Figure 1. Cell placement (run 1).
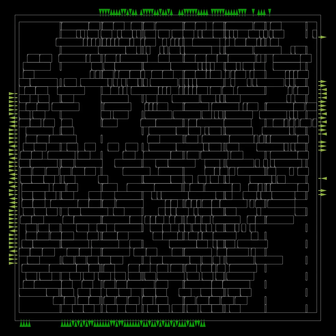
Figure 2. Pin map (run 1).
Drawn at 4 px/um. Pins as bars across the die edge, other pins in gray.
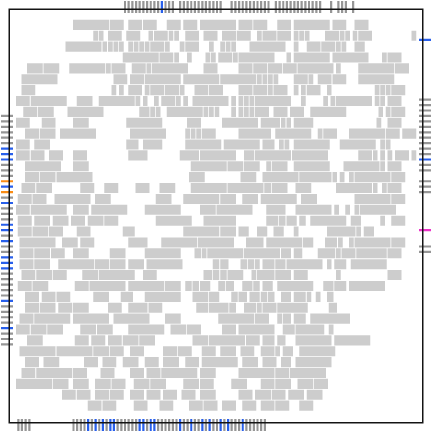
Figure 3. Drive-strength map (run 1).
Drawn at 4 px/um.
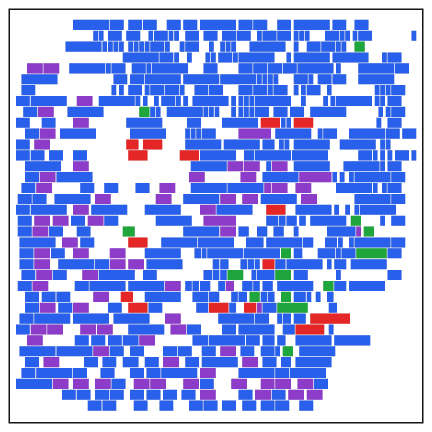
Figure 4. Nets reached from selected ports (run 1).
Drawn at 3 px/um.
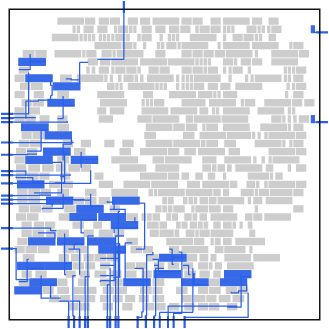
[config.mk]
export PLATFORM = sky130hd
export DESIGN_NAME = macload_fetch
export DESIGN_NICKNAME = d
export VERILOG_FILES = /design/src/rtl/macload_fetch.sv
export SDC_FILE = /design/constraint.sdc
export NUM_CORES = 1
export LEC_CHECK = 0
export ABC_AREA = 0
export CAP_MARGIN = 25
export CORE_UTILIZATION = 43
export DETAILED_ROUTE_END_ITERATION = 6
export PLACE_DENSITY = 0.81
export SETUP_SLACK_MARGIN = 0.4
export SLEW_MARGIN = 15
export SYNTH_ARGS = -nofsm -noshare
export SYNTH_HDL_FRONTEND = slang
export SYNTH_SLANG_ARGS = --single-unit
export TNS_END_PERCENT = 30
[constraint.sdc]
create_clock -name clk_i -period 3 [get_ports clk_i]
set_clock_uncertainty 0.2 [all_clocks]
set_input_delay 0.45 -clock clk_i [delete_from_list [all_inputs] [get_ports clk_i]]
set_output_delay 0.45 -clock clk_i [all_outputs]
set_load 0.005 [all_outputs]
[src/rtl/macload_fetch.sv]
// Load-issue stage between ID and macload_controller: fetches one word per MAC-load
// command over an OBI-style port and writes it into the A or W NN operand bank.
module macload_fetch #(
    parameter int FIFO_DEPTH    = 2,
    parameter int SETTLE_CYCLES = 2
) (
    input  logic        clk_i,
    input  logic        rstn_i,
    input  logic        load_a_i,
    input  logic        load_w_i,
    input  logic [1:0]  load_idx_i,
    output logic        ready_o,
    input  logic [31:0] a_address_i,
    input  logic [31:0] w_address_i,
    output logic        update_a_o,
    output logic        update_w_o,
    output logic        data_req_o,
    output logic [31:0] data_addr_o,
    input  logic        data_gnt_i,
    input  logic        data_rvalid_i,
    input  logic [31:0] data_rdata_i,
    output logic        nn_we_o,
    output logic        nn_bank_o,
    output logic [1:0]  nn_waddr_o,
    output logic [31:0] nn_wdata_o
);

    // Handshakes: ID command is taken when exactly one load input is high and
    // ready_o is 1; a memory request is taken when data_req_o && data_gnt_i.
    typedef enum logic {IDLE, REQ} state_t;

    state_t      state_q, state_d;
    logic        bank_q;
    logic [1:0]  idx_q;
    logic [31:0] addr_q;
    logic [2:0]  tag_q [4];
    logic [1:0]  wr_ptr_q, rd_ptr_q;
    logic [2:0]  count_q;
    logic [7:0]  settle_q;
    logic        update_a_q, update_w_q;
    logic        nn_we_q, nn_bank_q;
    logic [1:0]  nn_waddr_q;
    logic [31:0] nn_wdata_q;
    logic        ready, accept, grant, pop;

    function automatic logic [1:0] next_ptr(input logic [1:0] p);
        return (p == 2'(FIFO_DEPTH - 1)) ? 2'd0 : p + 2'd1;
    endfunction

    assign ready  = (state_q == IDLE) && (settle_q == 8'd0) && (count_q < 3'(FIFO_DEPTH));
    assign accept = ready && (load_a_i ^ load_w_i);
    assign grant  = (state_q == REQ) && data_gnt_i;
    assign pop    = data_rvalid_i && (count_q != 3'd0);

    // Gated with reset so the stage looks fully quiet while held in reset.
    assign ready_o     = ready && rstn_i;
    assign data_addr_o = addr_q;
    assign update_a_o  = update_a_q;
    assign update_w_o  = update_w_q;
    assign nn_we_o     = nn_we_q;
    assign nn_bank_o   = nn_bank_q;
    assign nn_waddr_o  = nn_waddr_q;
    assign nn_wdata_o  = nn_wdata_q;

    always_ff @(posedge clk_i or negedge rstn_i) begin
        if (!rstn_i) begin
            state_q <= IDLE;
        end else begin
            state_q <= state_d;
        end
    end

    always_comb begin
        state_d    = state_q;
        data_req_o = 1'b0;
        case (state_q)
            IDLE: begin
                if (accept) state_d = REQ;
            end
            REQ: begin
                data_req_o = 1'b1;
                if (data_gnt_i) state_d = IDLE;
            end
            default: state_d = IDLE;
        endcase
    end

    always_ff @(posedge clk_i or negedge rstn_i) begin
        if (!rstn_i) begin
            bank_q     <= 1'b0;
            idx_q      <= 2'd0;
            addr_q     <= 32'd0;
            wr_ptr_q   <= 2'd0;
            rd_ptr_q   <= 2'd0;
            count_q    <= 3'd0;
            settle_q   <= 8'd0;
            update_a_q <= 1'b0;
            update_w_q <= 1'b0;
            nn_we_q    <= 1'b0;
            nn_bank_q  <= 1'b0;
            nn_waddr_q <= 2'd0;
            nn_wdata_q <= 32'd0;
            for (int i = 0; i < 4; i++) tag_q[i] <= 3'd0;
        end else begin
            if (accept) begin
                bank_q <= load_w_i;
                idx_q  <= load_idx_i;
                addr_q <= (load_w_i ? w_address_i : a_address_i) & 32'hFFFF_FFFC;
            end

            update_a_q <= grant && !bank_q;
            update_w_q <= grant && bank_q;

            // Settle window lets the CSR pointer update reach a/w_address_i.
            if (grant) begin
                settle_q <= 8'(SETTLE_CYCLES);
            end else if (settle_q != 8'd0) begin
                settle_q <= settle_q - 8'd1;
            end

            if (grant) begin
                tag_q[wr_ptr_q] <= {bank_q, idx_q};
                wr_ptr_q        <= next_ptr(wr_ptr_q);
            end

            nn_we_q <= pop;
            if (pop) begin
                {nn_bank_q, nn_waddr_q} <= tag_q[rd_ptr_q];
                nn_wdata_q              <= data_rdata_i;
                rd_ptr_q                <= next_ptr(rd_ptr_q);
            end

            case ({grant, pop})
                2'b10:   count_q <= count_q + 3'd1;
                2'b01:   count_q <= count_q - 3'd1;
                default: count_q <= count_q;
            endcase
        end
    end

endmodule
==> run notes, run 1 <==
Notes from the flow run.

Synthesis:
- Ranked by total cell area, the synthesized netlist is headed by sky130_fd_sc_hd__dfrtp_1 (56%), sky130_fd_sc_hd__mux2_2 (18%), sky130_fd_sc_hd__nand2_1 (9.2%), sky130_fd_sc_hd__mux4_2 (1.5%), sky130_fd_sc_hd__clkbuf_1 (1.2%).
- The run puts the number of standard cells after synthesis at between 300 and 400.
- The run puts the number of flops mapped to enable cells by yosys at 0.
- The run gives the synthesized flop and latch total as ~99.
- Summed over all instances, the cell type with the most area after synthesis is sky130_fd_sc_hd__dfrtp_1.
- The synthesis stats list as the most numerous cell sky130_fd_sc_hd__nand2_1.
- The run gives the number of warning messages in the yosys log as 0.
- Looking at the cell usage after synthesis, the top flip-flop cell is sky130_fd_sc_hd__dfrtp_1.

Final layout:
- In the final layout, flip-flops and latches take up between 30% and 40% of the cell area.
- The run gives the count of clock buffers in the final design as 9.
- The number of multi-input combinational cells in the layout is between 200 and 250.
- The most common logic cell in the final layout is sky130_fd_sc_hd__clkdlybuf4s50_1.
- The run puts the non-filler instance count after layout at 685.

Routing:
- The run gives the antenna violation net count after detailed routing as 0.
- For this run, the detailed router's first-pass iteration total came to 4.

Clock network:
- TritonCTS built the clock tree.

Setup path:
- The run puts the largest stage delay on the critical path at 610 ps.
- The worst setup path is captured at an output pin.

Power and ir drop:
- The run puts the power attributed to sequential cells at between 0.0015 and 0.002 W.
- The run gives the maximum resistive drop on vdd as between 0.3 and 0.4 mV.
- The run puts the proportion of power drawn by the clock network at a little under a fifth.
- The run puts the part of the total power dissipated in sequential elements at approximately 46%.

Timing:
- The run gives the measured slew at the worst slew-check pin as just over 800 ps.

Place:
- The wire-length estimate of the detail-placed layout is approximately 7700 um.
- Once placement completed, the tool counted placed cells totaling approximately 670.

Flow run:
- The run puts the count of maximum capacitance violations at 0.

GRT:
- The run gives the number of antenna violations at the first check in global routing as 0.

Outcome:
- The flow ran to the end, and the final reports show no timing, DRC or antenna violations.
Back to the opening pictures, Figure 1:
area inside the core boundary: 0.00982 mm2
number of tapcells: 133

Back to the opening pictures, Figure 2:
Blue is data_addr_o, pins 32, direction output, edge 16 south, 13 west, 2 east, 1 north. Magenta is data_rvalid_i, pins 1, direction input, edge east. Orange is load_idx_i, pins 2, direction input, edge west.
All pins by edge: 57 south, 55 north, 43 west, 21 east.
die span in x: 103 um
vertical extent of the die: 103 um
number of input and output port buffers inserted: 169

Back to the opening pictures, Figure 3:
Blue is x1 and smaller, cells 444, share 80%, most used clkdlybuf4s50_1. Red is x6 and larger, cells 15, share 2.7%, most used clkbuf_8. Green is x3 and x4, cells 14, share 2.5%, most used buf_4. Purple is x2, cells 79, share 14%, most used mux2_2.

Back to the opening pictures, Figure 4:
Blue is data_addr_o, bits 32, direction output, edge 16 south, 13 west, 2 east, 1 north, end cells 32, buffers 30, wire 1040 um.

-- run 1: worst max-delay path, delay by kind of cell, from the launching register on --
family | cells | cell delay (ps)
AND/OR/NAND/NOR | 2 | 810
buffers and inverters | 1 | 270
flip-flops | 1 | 460
-- run 1: worst paths after layout --
check	start	to	slack, ps
max	settle_q[5]	ready_o	460
min	rstn_i	nn_wdata_o[28]	260
max in group asynchronous	rstn_i	nn_wdata_o[5]	1310
min in group clk_i	nn_wdata_o[14]	nn_wdata_o[14]	280
min reg2reg	nn_wdata_o[14]	nn_wdata_o[14]	280
max reg2reg	settle_q[0]	data_addr_o[7]	520
-- run 1: layer usage --
metal  up-vias  share of wire [%]  track usage (%)
met3        12                5.8             5.22
met5         -                  0                0
met2        99                 53             34.6
li1       1602                  -                -
met1      1678                 40             24.3
met4         0                1.2             5.09
## Run 2: what changed since run 1
- CORE_UTILIZATION: 43 -> 39
- PLACE_DENSITY: 0.81 -> 0.77
- clock period: 3 -> 2.29 ns (I/O delays scaled with it)
Figure 5. Cell placement (run 2).
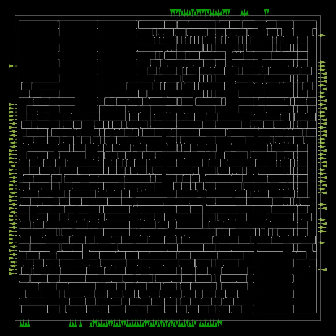
sequential cell count: 99
# rows: 38
register fraction of the total cell area: 36.0%
number of tapcells: 140
area inside the core boundary: 0.0109 mm2

==> run notes, run 2 <==
Notes from the flow run.

Outcome:
- The run finished, with violations left.
- The final reports fail on hold timing, setup timing.

Setup path:
- Grouping stages by cell kind, the critical path spends the most delay in simple AND/OR/NAND/NOR gates.
- In this run the critical register-to-register path is captured at data_addr_o[25].
- Per STA, the endpoint of the critical path is data_addr_o[25].
- The largest stage delay on the critical path was 420 ps (-190 ps).
- The worst-case register-to-register setup slack is -120 ps (-640 ps).
- The run gives the start point of the critical path as settle_q[1].

Power and ir drop:
- The proportion of power drawn by the clock network was 20.6% (+1.8 points).
- The run puts the part of the total power dissipated in sequential elements at 41.2% (-5.0 points).
- The run gives the maximum resistive drop on vdd as 0.446 mV (+46%).

Routing:
- The run gives the antenna violation net count after detailed routing as 0 (unchanged).
- The run gives the number of detailed-routing iterations run before antenna repair as 4 (unchanged).
- The run gives the wire length on met2 as 5580 um (+2.9%).
- The total routed wire length on the met1 layer was 4700 um (+14%).

Final layout:
- The non-filler instance count after layout came to 715 (+4.4%).
- Leaving out fill and tap cells, the most frequent cell in the layout is sky130_fd_sc_hd__clkdlybuf4s50_1.

Place:
- The number of placed cells counting well taps came to 694 (+4.2%).
- The half-perimeter wire length of the detailed placement result came to 7600 um (-0.91%).

Synthesis:
- The run gives the number of standard cells after synthesis as 376 (unchanged).
- The run gives the number of warning messages in the yosys log as 0 (unchanged).
- By area the synthesized netlist is led by sky130_fd_sc_hd__dfrtp_1 (56%), sky130_fd_sc_hd__mux2_2 (18%), sky130_fd_sc_hd__nand2_1 (9.2%), sky130_fd_sc_hd__mux4_2 (1.5%), sky130_fd_sc_hd__clkbuf_1 (1.2%).
- The run puts the number of flops mapped to enable cells by yosys at 0 (unchanged).
- The run puts the synthesized flop and latch total at 99 (unchanged).
- The run gives the biggest area consumer among synthesized cells as sky130_fd_sc_hd__dfrtp_1.
- The synthesis stats list as the most numerous cell sky130_fd_sc_hd__nand2_1.

Timing:
- The run gives the final setup violation count as 32.
- The run puts the measured slew at the worst slew-check pin at 633 ps (-179 ps).
- The run gives the minimum hold slack as -84.4 ps.
- Per the final timing report, the hold violations number slightly below 50.
- Once routing completed, OpenROAD measured the worst setup slack at -118 ps.

GRT:
- met2 is the most crowded layer.
- The run puts the met1 routing resource usage after global routing at 23.5% (-0.86 points).
- The met3 usage in global routing is 4.82% (-0.40 points).

Clock network:
- TritonCTS built the clock tree.
Figure 6. Pin map (run 2).
Drawn at 4 px/um. Pins as bars across the die edge, other pins in gray.
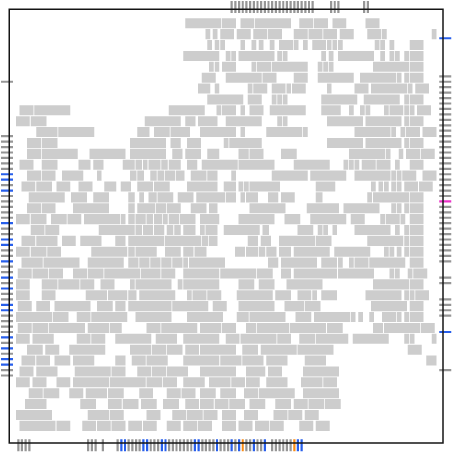
Magenta is data_rvalid_i, pins 1, direction input, edge east. Orange is load_idx_i, pins 2, direction input, edge south. Blue is data_addr_o, pins 32, direction output, edge 15 west, 15 south, 2 east.
die span in x: 108 um
vertical extent of the die: 108 um

## run 2: cell count changes in the layout (fill, tap and decap cells not counted), sizes merged
cell,before,now
inv,13,11
bufinv,0,2
buf,10,32
clkinv,3,4
clkbuf,9,12
dlygate4sd3,1,0
clkdlybuf4s50,167,166
clkinvlp,1,0
## run 2: power by group through the flow
stage	combinational (W)	clock, W	sequential (W)
global route	0.00255	0.00137	0.00258
global placement	0.00211	0	0.00250
CTS	0.00220	0.00129	0.00251
floorplan	0.000901	0	0.00254
detailed placement	0.00217	0	0.00253
finish	0.00233	0.00126	0.00252
## run 2: timing repair
item | 4_1_cts | 5_1_grt
gates cloned | 0 | 4
endpoints found under the setup margin | 43 | 42
endpoints found under the hold margin | 49 | 49
pin swaps | 8 | 15
gates resized | 11 | 41
buffers inserted | 0 | 1
Power figures rest on the tool's default switching activity, not on a simulated workload.
